<file path="src/rtl/lfsr_pkg.sv">
// rtl/lfsr_pkg.sv - shared types, default tap masks and the LFSR step function
package lfsr_pkg;

    typedef enum logic [1:0] {
        IDLE  = 2'd0,
        FILL  = 2'd1,
        VALID = 2'd2
    } gen_state_e;

    typedef struct packed {
        logic [63:0] next;
        logic        bit_out;
    } step_t;

    // Maximal-length masks; bit k set means state[k] feeds the XOR.
    localparam logic [7:0]  TAPS_W8  = 8'hB8;
    localparam logic [15:0] TAPS_W16 = 16'hD008;
    localparam logic [31:0] TAPS_W32 = 32'h8020_0003;
    localparam logic [63:0] TAPS_W64 = 64'hD800_0000_0000_0000;

    // Operates on a 64-bit container; bits at or above width are forced to zero.
    function automatic step_t lfsr_step(input logic [63:0] state,
                                        input logic [63:0] taps,
                                        input int          width);
        step_t       r;
        logic [63:0] mask;
        mask      = (width >= 64) ? '1 : ((64'd1 << width) - 64'd1);
        r.bit_out = |(state & (64'd1 << (width - 1)));
        r.next    = ((state << 1) | {63'd0, ^(state & taps)}) & mask;
        return r;
    endfunction

endpackage

</file>
<file path="src/rtl/lfsr_stream_gen_if.sv">
// rtl/lfsr_stream_gen_if.sv - valid/ready word stream between generator and consumer
interface lfsr_stream_gen_if #(
    parameter int OUT_BITS = 8
);
    logic [OUT_BITS-1:0] out_data;
    logic                out_valid;
    logic                out_ready;

    modport master (
        output out_data,
        output out_valid,
        input  out_ready
    );

    modport slave (
        input  out_data,
        input  out_valid,
        output out_ready
    );
endinterface

</file>
<file path="src/rtl/lfsr_core.sv">
// rtl/lfsr_core.sv - Fibonacci LFSR register with seed load, step and zero-seed guard
module lfsr_core
    import lfsr_pkg::*;
#(
    parameter int               WIDTH        = 16,
    parameter logic [WIDTH-1:0] TAPS         = 16'hD008,
    parameter logic [WIDTH-1:0] SEED_DEFAULT = 16'h0001
) (
    input  logic             clk,
    input  logic             rst_n,
    input  logic             load,
    input  logic [WIDTH-1:0] seed,
    input  logic             step,
    output logic [WIDTH-1:0] state,
    output logic             bit_out,
    output logic             seed_fixed
);

    step_t            nxt;
    logic [WIDTH-1:0] state_next;
    logic             seed_zero;

    always_comb nxt = lfsr_step(64'(state), 64'(TAPS), WIDTH);

    assign state_next = WIDTH'(nxt.next);
    assign bit_out    = nxt.bit_out;
    assign seed_zero  = (seed == '0);

    // A zero seed would lock the register at zero forever, so it is replaced.
    always_ff @(posedge clk or negedge rst_n) begin
        if (!rst_n) begin
            state      <= SEED_DEFAULT;
            seed_fixed <= 1'b0;
        end else if (load) begin
            state      <= seed_zero ? SEED_DEFAULT : seed;
            seed_fixed <= seed_zero;
        end else begin
            seed_fixed <= 1'b0;
            if (step) begin
                state <= state_next;
            end
        end
    end

endmodule

</file>
<file path="src/rtl/lfsr_stream_gen.sv">
// rtl/lfsr_stream_gen.sv - packs serial LFSR bits into words on a valid/ready stream
module lfsr_stream_gen
    import lfsr_pkg::*;
#(
    parameter int               WIDTH        = 16,
    parameter logic [WIDTH-1:0] TAPS         = 16'hD008,
    parameter int               OUT_BITS     = 8,
    parameter logic [WIDTH-1:0] SEED_DEFAULT = 16'h0001
) (
    input  logic                 clk,
    input  logic                 rst_n,
    input  logic                 en,
    input  logic                 seed_load,
    input  logic [WIDTH-1:0]     seed,
    lfsr_stream_gen_if.master    out_if,
    output logic                 seed_fixed,
    output logic [WIDTH-1:0]     lfsr_state
);

    localparam int               CNT_W    = $clog2(OUT_BITS + 1);
    localparam logic [CNT_W-1:0] CNT_LAST = CNT_W'(OUT_BITS - 1);

    gen_state_e          fsm;
    logic [CNT_W-1:0]    bit_cnt;
    logic [OUT_BITS-1:0] word;
    logic [OUT_BITS-1:0] word_next;
    logic [OUT_BITS-1:0] out_data_q;
    logic                out_valid_q;
    logic                step;
    logic                emit_bit;

    // The load cycle never steps, so a fresh seed always yields the first bit.
    assign step      = (fsm == FILL) && en && !seed_load;
    assign word_next = OUT_BITS'({word, emit_bit});

    lfsr_core #(
        .WIDTH        (WIDTH),
        .TAPS         (TAPS),
        .SEED_DEFAULT (SEED_DEFAULT)
    ) u_core (
        .clk        (clk),
        .rst_n      (rst_n),
        .load       (seed_load),
        .seed       (seed),
        .step       (step),
        .state      (lfsr_state),
        .bit_out    (emit_bit),
        .seed_fixed (seed_fixed)
    );

    always_ff @(posedge clk or negedge rst_n) begin
        if (!rst_n) begin
            fsm         <= IDLE;
            bit_cnt     <= '0;
            word        <= '0;
            out_data_q  <= '0;
            out_valid_q <= 1'b0;
        end else if (seed_load) begin
            fsm         <= FILL;
            bit_cnt     <= '0;
            out_valid_q <= 1'b0;
        end else begin
            case (fsm)
                IDLE: begin
                end
                FILL: begin
                    if (en) begin
                        word <= word_next;
                        if (bit_cnt == CNT_LAST) begin
                            out_data_q  <= word_next;
                            out_valid_q <= 1'b1;
                            bit_cnt     <= '0;
                            fsm         <= VALID;
                        end else begin
                            bit_cnt <= bit_cnt + 1'b1;
                        end
                    end
                end
                VALID: begin
                    if (out_if.out_ready) begin
                        out_valid_q <= 1'b0;
                        fsm         <= FILL;
                    end
                end
                default: fsm <= IDLE;
            endcase
        end
    end

    assign out_if.out_data  = out_data_q;
    assign out_if.out_valid = out_valid_q;

endmodule

</file>
<file path="src/flat_wrapper.sv">
// flat-port wrapper written by rule: the top's interface ports become plain ports
module lfsr_stream_gen_flat import lfsr_pkg::*;
#(
    parameter int               WIDTH        = 16,
    parameter logic [WIDTH-1:0] TAPS         = 16'hD008,
    parameter int               OUT_BITS     = 8,
    parameter logic [WIDTH-1:0] SEED_DEFAULT = 16'h0001
)
  (clk, rst_n, en, seed_load, seed, seed_fixed, lfsr_state, out_if_out_data, out_if_out_valid, out_if_out_ready);
  lfsr_stream_gen_if #(.OUT_BITS(OUT_BITS)) out_if_i ();
  input  logic clk;
  input  logic rst_n;
  input  logic en;
  input  logic seed_load;
  input  logic [WIDTH-1:0] seed;
  output logic seed_fixed;
  output logic [WIDTH-1:0] lfsr_state;
  output wire logic [$bits(out_if_i.out_data)-1:0] out_if_out_data;
  output wire logic [$bits(out_if_i.out_valid)-1:0] out_if_out_valid;
  input wire logic [$bits(out_if_i.out_ready)-1:0] out_if_out_ready;
  assign out_if_out_data = out_if_i.out_data;
  assign out_if_out_valid = out_if_i.out_valid;
  assign out_if_i.out_ready = out_if_out_ready;
  lfsr_stream_gen #(.WIDTH(WIDTH), .TAPS(TAPS), .OUT_BITS(OUT_BITS), .SEED_DEFAULT(SEED_DEFAULT)) u_core (.clk(clk), .rst_n(rst_n), .en(en), .seed_load(seed_load), .seed(seed), .out_if(out_if_i), .seed_fixed(seed_fixed), .lfsr_state(lfsr_state));
endmodule
</file>
<file path="config.mk">
export PLATFORM = sky130hd
export DESIGN_NAME = lfsr_stream_gen_flat
export DESIGN_NICKNAME = d
export VERILOG_FILES = /design/src/rtl/lfsr_pkg.sv /design/src/rtl/lfsr_stream_gen_if.sv /design/src/rtl/lfsr_core.sv /design/src/rtl/lfsr_stream_gen.sv /design/src/flat_wrapper.sv
export SDC_FILE = /design/constraint.sdc
export NUM_CORES = 1
export LEC_CHECK = 0
export ABC_AREA = 1
export CELL_PAD_IN_SITES_DETAIL_PLACEMENT = 1
export CELL_PAD_IN_SITES_GLOBAL_PLACEMENT = 1
export CORE_AREA = 4 4 76 78
export DETAILED_ROUTE_END_ITERATION = 6
export DIE_AREA = 0 0 80 82
export PLACE_DENSITY_LB_ADDON = 0.1
export SYNTH_ARGS = -nofsm -noshare
export SYNTH_HDL_FRONTEND = slang
export SYNTH_SLANG_ARGS = --single-unit
</file>
<file path="constraint.sdc">
create_clock -name clk -period 3 [get_ports clk]
set_clock_uncertainty 0.05 [all_clocks]
set_input_delay 0.3 -clock clk [delete_from_list [all_inputs] [get_ports clk]]
set_output_delay 0.3 -clock clk [all_outputs]
set_load 0.05 [all_outputs]
</file>
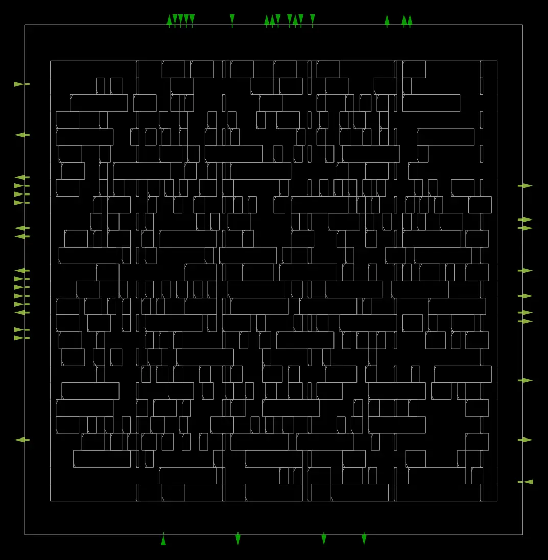
**Above:** placement view.
Rows: 26
core area: 5070 um2

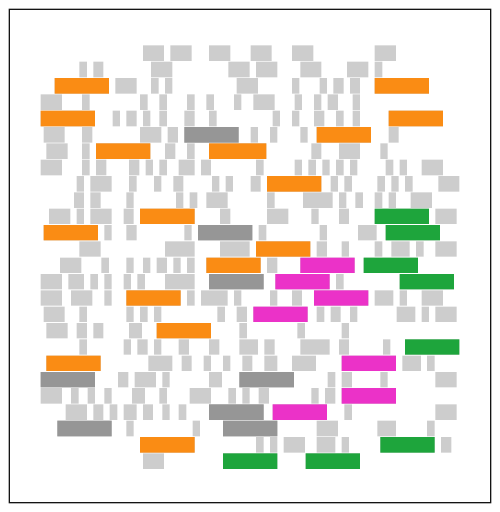
**Above:** sequential cells grouped by signal name.
Scale: 6 px per um. Other sequential cells in the stronger grey, the rest of the logic in the fainter grey.
Key: green = u_core.out_if.out_data [sequential cells 8]; magenta = u_core.word [sequential cells 7]; orange = u_core.u_core.state [sequential cells 16]
Another 8 sequential cells are not coloured.

==> results.toml <==
# synthesis and place-and-route metrics
[setup_path]
crit_chain = "clkdlybuf4s50_1"
required_ns = 2.65

[routing]
vias = 1621
wl_um = 4710

[synthesis]
ys_area_um2 = 1870
top_cell_area_share_pct = 50.9
synthesis.nets = 250
ys_cells = 228

[placement]
gp_congestion = 0.744
io_buffers = 46

[power_and_ir_drop]
finalPower_uw = 1330
max-vdd-ir-drop_mv = 0.238
comb_power_share_pct = 25.9

[status]
outcome = "completed"

[clocking]
cts_num_sinks = 39

[cells_and_area]
seqCellArea_um2 = 977
fin_util_pct = 48.1
largest_cell_class = "flip-flops and latches"
bufAreaShareNonClock_pct = 19.0

[final_timing]
max_slew_margin_pct = 40.7

[die]
die_w_um = 80
-- routing by layer --
layer  share of wire (%)  vias up  track usage (%)
li1                    -      807                -
met4                 1.0        0             4.56
met2                  46       36             24.5
met5                   0        -                0
met1                  48      773             22.5
met3                 4.4        5             3.40
-- registers in the layout, summed over array words and instances (netlist names) --
signal                    count
u_core.u_core.state          16
u_core.bit_cnt                4
u_core.out_if.out_data        8
u_core.fsm                    2
u_core.word                   7
u_core.out_if.out_valid       1
u_core.u_core.seed_fixed      1
-- final timing paths --
kind	start	endpoint	cells after the start
worst max-delay path	u_core.u_core.state[0]	lfsr_state[0]	1
worst min-delay path	rst_n	u_core.out_if.out_data[4]	1
worst max register to register	u_core.fsm[1]	u_core.out_if.out_data[6]	6
worst min register to register	u_core.out_if.out_data[7]	u_core.out_if.out_data[7]	2
max in group asynchronous	rst_n	u_core.u_core.state[9]	1
min in group clk	u_core.out_if.out_data[7]	u_core.out_if.out_data[7]	2
-- synth_stat cells (all sizes together) --
cell    count
clkbuf      1
nand3      11
nand4       1
dfstp       1
a21oi       8
a22oi       1
xor2        1
nand2      70
a31oi       1
inv        23
o21ai      30
ha          1
dfrtp      38
nor3        2
buf         7
nor2       32
-- per-stage QoR --
step           cells  area, um2  setup WS [ns]
2_1_floorplan    228       1870           1.73
3_5_place_dp     337       2360          0.906
5_1_grt          345       2440          0.980
6_report         345       2440           1.03
4_1_cts          345       2440           1.02
3_3_place_gp     337       2360          0.957
-- cell families (layout without fill, tap and decap cells) --
kind of cell	Yosys count	after routing	synth area share, %
xor+xnor	1	1	0.469
flops	39	39	52.3
simple gates	116	116	26.3
buf+inv	31	78	7.84
compound gates	40	40	12.3
fa+ha+maj	1	1	0.670
